==> config.mk <==
export PLATFORM = sky130hd
export DESIGN_NAME = uart_rx_cfg_flat
export DESIGN_NICKNAME = d
export VERILOG_FILES = /design/src/rtl/uart_rx_cfg_if.sv /design/src/rtl/uart_rx_cfg.sv /design/src/flat_wrapper.sv
export SDC_FILE = /design/constraint.sdc
export NUM_CORES = 1
export LEC_CHECK = 0
export ABC_AREA = 1
export CAP_MARGIN = 20
export CELL_PAD_IN_SITES_DETAIL_PLACEMENT = 0
export CELL_PAD_IN_SITES_GLOBAL_PLACEMENT = 1
export CORE_ASPECT_RATIO = 0.8
export CORE_UTILIZATION = 41
export CTS_CLUSTER_DIAMETER = 80
export DETAILED_ROUTE_END_ITERATION = 10
export MAX_ROUTING_LAYER = met4
export PLACE_DENSITY_LB_ADDON = 0.1
export SYNTH_ARGS = -nofsm -noshare
export SYNTH_HDL_FRONTEND = slang
export SYNTH_SLANG_ARGS = --single-unit
==> constraint.sdc <==
create_clock -name clk -period 2 [get_ports clk]
set_input_delay 0.4 -clock clk [delete_from_list [all_inputs] [get_ports clk]]
set_output_delay 0.4 -clock clk [all_outputs]
set_load 0.02 [all_outputs]
==> src/rtl/uart_rx_cfg_if.sv <==
// uart_rx_cfg bus: serial line in, received word and status out.
// master = receiver side, slave = line driver / word consumer.
interface uart_rx_cfg_if #(
  parameter int DATA_BITS = 8
) ();
  logic                 rx;
  logic [DATA_BITS-1:0] rx_data;
  logic                 rx_valid;
  logic                 parity_err;
  logic                 frame_err;
  logic                 busy;

  modport master (
    input  rx,
    output rx_data,
    output rx_valid,
    output parity_err,
    output frame_err,
    output busy
  );

  modport slave (
    output rx,
    input  rx_data,
    input  rx_valid,
    input  parity_err,
    input  frame_err,
    input  busy
  );
endinterface

==> src/rtl/uart_rx_cfg.sv <==
// Configurable UART receiver: 3-sample majority vote at bit centre,
// optional parity, 1/2 stop bits, false-start rejection.
module uart_rx_cfg #(
  parameter int CLK_DIV   = 5208,
  parameter int DATA_BITS = 8,
  parameter int PARITY    = 0,
  parameter int STOP_BITS = 1
) (
  input  logic          clk,
  input  logic          rst,
  uart_rx_cfg_if.master bus
);

  localparam int CW = $clog2(CLK_DIV);
  localparam int H  = CLK_DIV / 2;

  localparam logic [CW-1:0] C_LAST = CW'(CLK_DIV - 1);
  localparam logic [CW-1:0] C_S0   = CW'(H - 1);
  localparam logic [CW-1:0] C_S1   = CW'(H);
  localparam logic [CW-1:0] C_RES  = CW'(H + 1);
  localparam logic [3:0]    B_LAST = 4'(DATA_BITS - 1);

  typedef enum logic [2:0] {
    S_IDLE,
    S_START,
    S_DATA,
    S_PAR,
    S_STOP
  } state_t;

  state_t state_q, state_d;

  logic rx_m_q, rx_s_q, hist_q;

  logic [CW-1:0] bps_cnt_q, bps_cnt_d;
  logic [3:0]    bit_cnt_q, bit_cnt_d;
  logic          smp0_q, smp0_d;
  logic          smp1_q, smp1_d;

  logic [DATA_BITS-1:0] shreg_q, shreg_d;
  logic                 perr_pend_q, perr_pend_d;
  logic                 ferr_pend_q, ferr_pend_d;

  logic [DATA_BITS-1:0] rx_data_q, rx_data_d;
  logic                 perr_q, perr_d;
  logic                 ferr_q, ferr_d;

  logic fall, at_last, at_res, vote, last_stop;
  logic strobe, busy;

  assign fall      = hist_q & ~rx_s_q;
  assign at_last   = (bps_cnt_q == C_LAST);
  assign at_res    = (bps_cnt_q == C_RES);
  assign vote      = (smp0_q & smp1_q) |
                     (smp0_q & rx_s_q) |
                     (smp1_q & rx_s_q);
  assign last_stop = (STOP_BITS == 1) || (bit_cnt_q == 4'd1);

  // Synchroniser and edge-history flops; idle-high on reset
  always_ff @(posedge clk or negedge rst) begin
    if (!rst) begin
      rx_m_q <= 1'b1;
      rx_s_q <= 1'b1;
      hist_q <= 1'b1;
    end else begin
      rx_m_q <= bus.rx;
      rx_s_q <= rx_m_q;
      hist_q <= rx_s_q;
    end
  end

  // FSM state register
  always_ff @(posedge clk or negedge rst) begin
    if (!rst) begin
      state_q <= S_IDLE;
    end else begin
      state_q <= state_d;
    end
  end

  // FSM next-state: leave STOP at last-stop resolve, half a bit early
  always_comb begin
    state_d = state_q;
    unique case (state_q)
      S_IDLE: begin
        if (fall) state_d = S_START;
      end
      S_START: begin
        if (at_res && vote) state_d = S_IDLE;
        else if (at_last) state_d = S_DATA;
      end
      S_DATA: begin
        if (at_last && bit_cnt_q == B_LAST)
          state_d = (PARITY != 0) ? S_PAR : S_STOP;
      end
      S_PAR: begin
        if (at_last) state_d = S_STOP;
      end
      S_STOP: begin
        if (at_res && last_stop) state_d = S_IDLE;
      end
      default: state_d = S_IDLE;
    endcase
  end

  // FSM outputs: strobe and result words visible in the resolve cycle
  always_comb begin
    strobe    = (state_q == S_STOP) && at_res && last_stop;
    busy      = (state_q != S_IDLE);
    rx_data_d = rx_data_q;
    perr_d    = perr_q;
    ferr_d    = ferr_q;
    if (strobe) begin
      rx_data_d = shreg_q;
      perr_d    = perr_pend_q;
      ferr_d    = ferr_pend_q | ~vote;
    end
  end

  // Datapath next-state: bit timing, samples, shift and pending flags
  always_comb begin
    bps_cnt_d   = '0;
    bit_cnt_d   = bit_cnt_q;
    smp0_d      = smp0_q;
    smp1_d      = smp1_q;
    shreg_d     = shreg_q;
    perr_pend_d = perr_pend_q;
    ferr_pend_d = ferr_pend_q;

    if (state_q != S_IDLE && state_d != S_IDLE && !at_last)
      bps_cnt_d = bps_cnt_q + 1'b1;

    if (state_d != state_q)
      bit_cnt_d = '0;
    else if (at_last && (state_q == S_DATA || state_q == S_STOP))
      bit_cnt_d = bit_cnt_q + 1'b1;

    if (bps_cnt_q == C_S0) smp0_d = rx_s_q;
    if (bps_cnt_q == C_S1) smp1_d = rx_s_q;

    if (state_q == S_DATA && at_res)
      shreg_d = {vote, shreg_q[DATA_BITS-1:1]};

    if (state_q == S_IDLE) begin
      perr_pend_d = 1'b0;
      ferr_pend_d = 1'b0;
    end

    if (state_q == S_PAR && at_res)
      perr_pend_d = (PARITY == 2) ^ (^shreg_q) ^ vote;

    if (state_q == S_STOP && at_res && !vote)
      ferr_pend_d = 1'b1;
  end

  // Datapath and held-output registers
  always_ff @(posedge clk or negedge rst) begin
    if (!rst) begin
      bps_cnt_q   <= '0;
      bit_cnt_q   <= '0;
      smp0_q      <= 1'b0;
      smp1_q      <= 1'b0;
      shreg_q     <= '0;
      perr_pend_q <= 1'b0;
      ferr_pend_q <= 1'b0;
      rx_data_q   <= '0;
      perr_q      <= 1'b0;
      ferr_q      <= 1'b0;
    end else begin
      bps_cnt_q   <= bps_cnt_d;
      bit_cnt_q   <= bit_cnt_d;
      smp0_q      <= smp0_d;
      smp1_q      <= smp1_d;
      shreg_q     <= shreg_d;
      perr_pend_q <= perr_pend_d;
      ferr_pend_q <= ferr_pend_d;
      rx_data_q   <= rx_data_d;
      perr_q      <= perr_d;
      ferr_q      <= ferr_d;
    end
  end

  assign bus.rx_data    = rx_data_d;
  assign bus.rx_valid   = strobe;
  assign bus.parity_err = perr_d;
  assign bus.frame_err  = ferr_d;
  assign bus.busy       = busy;

endmodule

==> src/flat_wrapper.sv <==
// flat-port wrapper written by rule: the top's interface ports become plain ports
module uart_rx_cfg_flat 
#(
  parameter int CLK_DIV   = 5208,
  parameter int DATA_BITS = 8,
  parameter int PARITY    = 0,
  parameter int STOP_BITS = 1
)
  (clk, rst, bus_rx, bus_rx_data, bus_rx_valid, bus_parity_err, bus_frame_err, bus_busy);
  uart_rx_cfg_if #(.DATA_BITS(DATA_BITS)) bus_i ();
  input  logic clk;
  input  logic rst;
  input wire logic [$bits(bus_i.rx)-1:0] bus_rx;
  output wire logic [$bits(bus_i.rx_data)-1:0] bus_rx_data;
  output wire logic [$bits(bus_i.rx_valid)-1:0] bus_rx_valid;
  output wire logic [$bits(bus_i.parity_err)-1:0] bus_parity_err;
  output wire logic [$bits(bus_i.frame_err)-1:0] bus_frame_err;
  output wire logic [$bits(bus_i.busy)-1:0] bus_busy;
  assign bus_i.rx = bus_rx;
  assign bus_rx_data = bus_i.rx_data;
  assign bus_rx_valid = bus_i.rx_valid;
  assign bus_parity_err = bus_i.parity_err;
  assign bus_frame_err = bus_i.frame_err;
  assign bus_busy = bus_i.busy;
  uart_rx_cfg #(.CLK_DIV(CLK_DIV), .DATA_BITS(DATA_BITS), .PARITY(PARITY), .STOP_BITS(STOP_BITS)) u_core (.clk(clk), .rst(rst), .bus(bus_i));
endmodule
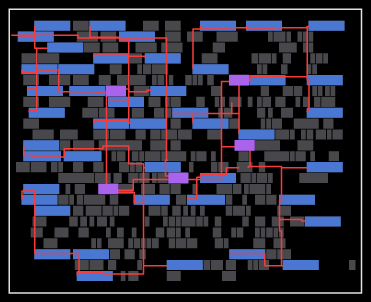
Figure 1: run 1, clock wires, drivers and flops.
Scale: 4 px per um.
[flip-flops] blue | count: 45
[clock-net drivers] purple | count: 5
[clock wires] red | length: 643 um
routed clock nets	6
flops lie	spread over the die

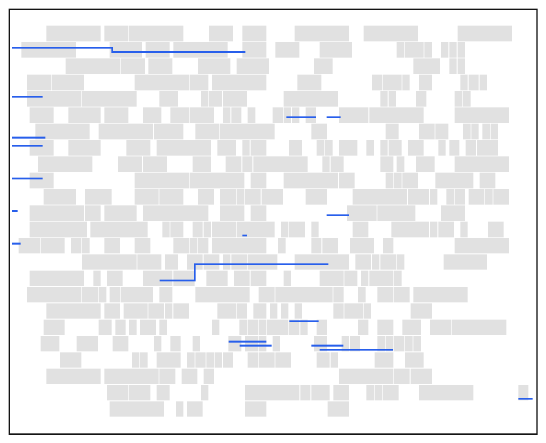
Figure 2: run 1, signal wires on met3.
Scale: 6 px per um. Cells faint in the background.
main direction	horizontal
nets with wire on the layer	15
share of all routed wire	2.5%
DR vias: 1887
met3 Use GR: 0.0490
final wirelength: 5440 um

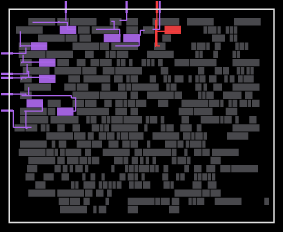
Figure 3: run 1, wires at chosen ports, followed through buffers.
Scale: 3 px per um.
port	color	bits	direction	edge	end cells	buffers	wire
`bus_parity_err`	red	1	output	north	1	1	30.2 um
`bus_rx_data`	purple	8	output	5 west, 3 north	8	8	185 um

==> ci_impl_report.md, run 1 <==
## Synthesis and layout report

| Metric | Value |
|---|---|
| Outcome | `finished with violations` |
| Failing checks | `negative setup slack` |
| Async SR Flop Fraction | `1.00` |
| CLK BUF | `5` |
| Critical path's largest stage delay | `0.40 ns` |
| Worst reg2reg setup slack | `0.04 ns` |
| First-pass GRT wire length | `9270 um` |
| Number of logic gates | `173` |
| Post-placement cell count | `380` |
| CTS root buffer | `clkbuf_8` |
| Tcrit/Tclk final | `1.14` |
| Syn_nets | `260` |
| Initial DRC count | `71` |
| # IOs | `15` |
| Final Critical Period | `2.28 ns` |
| Post-route ant nets | `0` |
| Syn_area_per_cell | `9.52 um2` |
| CTS Hold Buffers Added | `0` |
| Critical Path AT | `1.88 ns` |
| Ys cells | `253` |
| Leakage | `1.58 nW` |
| Critical-path maximum fanout | `6` |
| Clk sinks | `45` |
| Comb area share | `0.381` |
| Tot Pwr | `1.77 mW` |
| Die Area | `6190 um2` |
| CP top delay family | `flip-flops` |
| Register share after synthesis | `0.469` |
| Clock transition at path regs | `0.10 ns` |
| Slew @ Worst Pin | `0.742 ns` |
| Gate Area | `1260 um2` |
| Post-route cell area | `3290 um2` |
| Yosys chip area | `2410 um2` |
| # Taps | `78` |
| Die span in y | `70.6 um` |
| Crit path to | `bus_rx_data[2]` |
| Plain + repair buffers | `66` |
| Clock skew | `0.00766 ns` |
| Fin. Hold Viols | `0` |
| Post-CTS Setup Bufs | `14` |
| Setup Viol. Count Final | `10` |
| Critical path required time | `1.60 ns` |
| Gr usage total | `0.207` |
| Number of global-route vias before repair | `1841` |
| Pin count of the biggest net entering global routing | `33` |
| Startpoint types | `register` |
| CP Depth | `9` |
| Row cnt | `24` |
| Cells after Synth | `253` |
| Nets | `330` |
| Fill count | `490` |
| Input/output buffers | `14` |
| Pre-Repair DR Iteration Count | `4` |
| Yosys warning count | `0` |
| Sequential share of cell area | `0.343` |
| Non-clk invs | `32` |
| WL per Instance | `13.5 um` |
| Ys flop type | `dfrtp_1` |
| PostCTS Resize Cnt | `85` |
| Post-synth EDFFs | `0` |
| TritonCTS buffer count | `5` |
| Remaining Overflow, GRT | `0` |
| RSZ-0062 raised after global routing | `yes` |
| Initial antenna violation count | `0` |
| Util after Layout | `0.593` |
| Hold WS | `0.144 ns` |
| Flops | `45` |
| Maximum vdd drop | `0.313 mV` |
| WP buf/inv | `3` |
| Inserted Diodes | `0` |
| Routability cong. | `0.805` |
| Yosys reg bits | `45` |
| Worst Setup Slack, final | `-0.281 ns` |
| Core Util at FP | `0.434` |
| Critical path type | `register to output pin` |
| CP max-delay cell | `dfrtp_1` |
| Late-Pin Clk Latency | `0.31 ns` |
| Max Slew Vio Count | `0` |
| Worst reg2reg startpoint | `u_core.bps_cnt_q[1]` |
| Synthesized area | `2410 um2` |
| Vias per Instance | `4.69` |
| Number of max-cap violations | `0` |
| Register Area | `1130 um2` |
| Slew HR | `0.506` |
| Critical Path Start | `u_core.bps_cnt_q[1]` |
| Power Density | `538 nW/um2` |
| Share of cells above drive strength 1 | `0.438` |
| Post-DP Area | `2910 um2` |
| Sequence of cells on the critical path | `inv_2 -> ha_4 -> nand2_4 -> nor2_4 -> nand2_4 -> nor2_4 -> buf_6 -> mux2_4 -> buf_6` |
| Non-clk buf share | `0.173` |
| CTS tree | `built` |
| Dominant kind of cell by area | `multi-input combinational cells` |
| R2R cell count | `14` |
## run 1: worst min-delay path by stage
stage	start	end	slack, ns	cells past startpoint
after detailed placement	u_core.rx_m_q	u_core.rx_s_q	0.35	0
after global placement	u_core.rx_m_q	u_core.rx_s_q	0.35	0
final	rst	u_core.bps_cnt_q[7]	0.14	1
after floorplan	rst	u_core.bit_cnt_q[0]	0.10	0
after global routing	rst	u_core.bps_cnt_q[7]	0.20	1
after CTS	rst	u_core.bps_cnt_q[7]	0.17	1
## run 1: logic make-up after synthesis
| family | share of synthesized area |
|---|---|
| xor gates and xnor gates | 0.0545 |
| buffers and inverters | 0.0639 |
| and+or+nand+nor | 0.278 |
| adders and majority gates | 0.0208 |
| DFF | 0.469 |
| muxes | 0.0794 |
| AOI/OAI and AO/OA | 0.0343 |
## run 1: Yosys cell counts (2+ instances only)
cell type,count,share of area
inv_2,4,0.0062
ha_1,4,0.021
a21oi_1,2,0.0042
nand3_2,4,0.017
nor2_4,2,0.0093
dfrtp_1,42,0.44
nor2_1,17,0.026
dfstp_2,3,0.033
and3_1,2,0.0052
nand4_1,4,0.010
inv_1,27,0.042
mux2_2,16,0.075
xnor2_1,7,0.025
o21ai_0,6,0.012
or2_2,2,0.0052
nor2_2,6,0.016
nand2_2,6,0.016
nor3_2,10,0.042
nand2_1,41,0.064
nand3_1,16,0.033
nor3_1,12,0.025
xor2_1,8,0.029
## run 1: metal layers
| metal | vias up | GRT usage | part of all wire |
|---|---|---|---|
| li1 | 968 | - | - |
| met5 | - | - | 0 |
| met4 | 0 | 0.0492 | 0.010 |
| met1 | 890 | 0.314 | 0.53 |
| met2 | 24 | 0.276 | 0.44 |
| met3 | 5 | 0.0490 | 0.025 |
## run 1: registers in the layout, indices dropped and copies added (netlist names)
signal and cells:
u_core.rx_m_q 1, u_core.ferr_pend_q 1, u_core.bit_cnt_q 4, u_core.ferr_q 1, u_core.smp1_q 1, u_core.hist_q 1
u_core.perr_q 1, u_core.bps_cnt_q 13, u_core.rx_s_q 1, u_core.perr_pend_q 1, u_core.rx_data_q 8, u_core.shreg_q 8
u_core.smp0_q 1, u_core.state_q 3
## run 1: cell usage in the layout, fill, tap and decap left out, types with 2 or more instances in the layout
cell	synthesis	routed
clkbuf_8	0	5
inv_1	27	25
dfstp_2	3	3
o21ai_0	6	5
nor2_2	6	4
nor3_1	12	10
ha_1	4	2
inv_2	4	6
dfrtp_1	42	42
buf_4	1	46
nand2_1	41	38
buf_6	0	16
nor3_2	10	12
nand2_2	6	7
nand3_1	16	14
nand4_1	4	4
xnor2_1	7	7
mux2_2	16	8
or2_2	2	2
nand3_4	1	4
nand3_2	4	3
nor2_4	2	5
nor2_1	17	16
nand2_4	0	2
and3_1	2	2
xor2_1	8	8
mux2_4	0	9
## run 1: power by group
group / total [mW] / switching, mW / internal (mW)
Combinational: 0.117 / 0.0779 / 0.0389
Sequential: 0.921 / 0.00373 / 0.918
Clock: 0.735 / 0.352 / 0.383
## run 1: through the flow
stage	setup slack [ns]	setup TNS, ns
finish	-0.281	-2.72
global route	-0.406	-4.89
CTS	-0.309	-3.40
detailed placement	-0.423	-4.21
global placement	-0.403	-3.98
floorplan	0.00302	0
==> inputs of run 2 (changes only) <==
CAP_MARGIN = not set   (was 20)
SLEW_MARGIN = 20   (was not set)
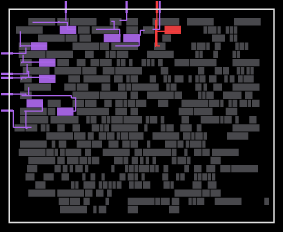
Figure 4: run 2, wires at chosen ports, followed through buffers.
Scale: 3 px per um.
port	color	bits	direction	edge	end cells	buffers	wire
`bus_parity_err`	red	1	output	north	1	1	30.2 um
`bus_rx_data`	purple	8	output	5 west, 3 north	8	8	185 um
input/output buffers: 14
# IOs: 15

==> run 2 against run 1 <==
  * The flow still finishes with violations (negative setup slack)
  * Final area did not move
  * Power did not move
  * Clock power is essentially flat
  * Area after synthesis unchanged
  * Global-route usage is the same
  * Sequential share of layout area unchanged
  * Cell count is the same
  * Fmax unchanged
  * Register-to-register slack barely moved
  * Critical path depth stayed put
  * Core utilization unchanged
  * Synthesized cell count unchanged
  * Critical endpoint unchanged
  * Highest routed layer unchanged
==> ci_impl_report.md, run 2 <==
## Synthesis and layout report

| Metric | Value |
|---|---|
| Outcome | `finished with violations` |
| Failing checks | `negative setup slack` |
| Layout Area Growth over Synthesis | `36.7%` |
| Top cells by count, synth | `dfrtp_1, nand2_1, inv_1, nor2_1` |
| Maximum clock rate | `0.438 GHz` |
| Crit path to | `bus_rx_data[2]` |
| Critical path required time | `1.60 ns` |
| Number of global-route vias before repair | `1841` |
| Top-count cell post-synth | `dfrtp_1` |
| Fill count | `490` |
| CTS root buffer | `clkbuf_8` |
| Nets | `330` |
| Ys cells | `253` |
| Top cells, area | `dfrtp_1, mux2_2, nand2_1` |
| Post-route ant nets | `0` |
| Maximum vdd drop | `0.313 mV` |
| Critical path's largest stage delay | `0.40 ns` |
| Tot Pwr | `1.77 mW` |
| Fin. Hold Viols | `0` |
| Row cnt | `24` |
| Top Layout Cells | `buf_4, dfrtp_1, nand2_1` |
| DR vias | `1887` |
| Syn_area_per_cell | `9.52 um2` |
| Largest area contributor in the netlist | `dfrtp_1` |
| Cells after Synth | `253` |
| Post-placement cell count | `380` |
| Initial DRC count | `71` |
| CP max-delay cell | `dfrtp_1` |
| Clk buf depth | `2` |
| Top-area cell share | `0.436` |
| Syn_nets | `260` |
| Power Density | `538 nW/um2` |
| Worst reg2reg startpoint | `u_core.bps_cnt_q[1]` |
| Share of cells above drive strength 1 | `0.438` |
| Yosys warning count | `0` |
| HP Class | `input port to asynchronous set/reset pin` |
| Pin count of the biggest net entering global routing | `33` |
| Late-Pin Clk Latency | `0.31 ns` |
| WL per Instance | `13.5 um` |
| Post-synth EDFFs | `0` |
| CTS Hold Buffers Added | `0` |
| Dpl ws | `-0.423 ns` |
| Routability cong. | `0.805` |
| Number of max-cap violations | `0` |
| Die Area | `6190 um2` |
| Sum Neg Setup Slack | `-2.72 ns` |
| First-pass GRT wire length | `9270 um` |
| R2R cell count | `14` |
| Remaining Overflow, GRT | `0` |
| Critical-path maximum fanout | `6` |
| Max Slew Vio Count | `0` |
| Largest reg by FF count | `u_core.bps_cnt_q` |
| Die span in y | `70.6 um` |
| CTS tree | `built` |
| Async SR Flop Fraction | `1.00` |
| Worst reg2reg setup slack | `0.04 ns` |
| Critical Path AT | `1.88 ns` |
| H-tree depth | `2` |
| Tool warnings | `30` |
| Inserted Diodes | `0` |
| Final std cells w/o fill | `402` |
| Vias per Instance | `4.69` |
| Critical path type | `register to output pin` |
| Distinct lib cells | `34` |
| Clock transition at path regs | `0.10 ns` |
| Slew HR | `0.506` |
| Initial antenna violation count | `0` |
| Tcrit/Tclk final | `1.14` |
| DR DRC count | `0` |
| Worst Setup Slack, final | `-0.281 ns` |
| Core Util at FP | `0.434` |
| Startpoint types | `register` |
| Pre-Repair DR Iteration Count | `4` |
| Synthesized area | `2410 um2` |
| Sequence of cells on the critical path | `inv_2 -> ha_4 -> nand2_4 -> nor2_4 -> nand2_4 -> nor2_4 -> buf_6 -> mux2_4 -> buf_6` |
| Critical Path Start | `u_core.bps_cnt_q[1]` |
| HPWL after DPL | `3780 um` |
| Ys flop type | `dfrtp_1` |
| Gr usage total | `0.207` |
| Commonest Layout Cell | `buf_4` |
| Slew @ Worst Pin | `0.742 ns` |
| Setup Viol. Count Final | `10` |
| Yosys chip area | `2410 um2` |
| Reg-to-Reg End | `u_core.bps_cnt_q[12]` |
| Core box area | `5560 um2` |
| Final wirelength | `5440 um` |
| Largest regs | `u_core.bps_cnt_q (13), u_core.rx_data_q (8), u_core.shreg_q (8)` |
| Clk sinks | `45` |
| RSZ-0062 raised after global routing | `yes` |
| Leakage | `1.58 nW` |
| TritonCTS buffer count | `5` |
| Max reg flops | `13` |
| Final Critical Period | `2.28 ns` |
| Die x size | `87.7 um` |
| Clock skew | `0.00766 ns` |
| Yosys reg bits | `45` |
| Register share after synthesis | `0.469` |
| CP Capture Type | `output pin` |
==> run 2: cell counts in the layout (fill, tap and decap cells not counted) <==
No cell type changed its count.
==> run 2: cells by family (layout without fill, tap and decap cells) <==
| group | Yosys count | in the layout | share of synthesized area |
|---|---|---|---|
| AOI/OAI and AO/OA | 13 | 13 | 0.0343 |
| xor gates and xnor gates | 15 | 15 | 0.0545 |
| adders and majority gates | 4 | 4 | 0.0208 |
| buffers and inverters | 35 | 106 | 0.0639 |
| DFF | 45 | 45 | 0.469 |
| muxes | 17 | 17 | 0.0794 |
| and+or+nand+nor | 124 | 124 | 0.278 |
==> run 2: report_power, final <==
group / leakage, nW / internal (mW) / switching [mW]
clock network: 0.0603 / 0.383 / 0.352
registers: 0.617 / 0.918 / 0.00373
logic: 0.899 / 0.0389 / 0.0779
total: 1.58 / 1.34 / 0.434
==> run 2: cell type report <==
type,count,area (um2),share of cell area
inverters,32,121,0.0369
clock inverters,3,50.0,0.0152
clock buffers,5,68.8,0.0209
flip-flops and latches,45,1130,0.343
multi-input cells,173,1260,0.381
well taps,78,97.6,0.0296
repair buffers,66,569,0.173
==> run 2: worst max-delay path, delay by kind of cell (launching register included) <==
family	cells	cell delay (ns)
buffers and inverters	3	0.37
and+or+nand+nor	4	0.36
adders and majority gates	1	0.13
muxes	1	0.32
DFF	1	0.40
==> run 2: worst min-delay path by stage <==
stage	startpoint	endpoint	slack, ns	cells past startpoint
6_report	rst	u_core.bps_cnt_q[7]	0.14	1
5_1_grt	rst	u_core.bps_cnt_q[7]	0.20	1
4_1_cts	rst	u_core.bps_cnt_q[7]	0.17	1
3_5_place_dp	u_core.rx_m_q	u_core.rx_s_q	0.35	0
3_3_place_gp	u_core.rx_m_q	u_core.rx_s_q	0.35	0
2_1_floorplan	rst	u_core.bit_cnt_q[0]	0.10	0
==> run 2: metal layers <==
| layer | wire, um | global-route usage |
|---|---|---|
| met3 | 136 | 0.0490 |
| met4 | 55 | 0.0492 |
| met1 | 2870 | 0.314 |
| met2 | 2380 | 0.276 |
| met5 | 0 | - |
==> run 2: per-stage QoR <==
step / utilization / hold WS (ns) / area (um2)
final: 0.593 / 0.144 / 3290
after global routing: 0.593 / 0.197 / 3290
after CTS: 0.579 / 0.174 / 3220
after detailed placement: 0.523 / 0.347 / 2910
after global placement: 0.523 / 0.347 / 2910
after floorplan: - / 0.104 / 2410
==> run 2: repair_timing <==
action | CTS | global route
gates resized | 85 | 20
pin swaps | 7 | 6
setup endpoints to repair | 12 | 30
hold endpoints to repair | 0 | 0
setup buffers | 14 | 5
cloned | 0 | 0
Power and IR drop assume default switching activity.
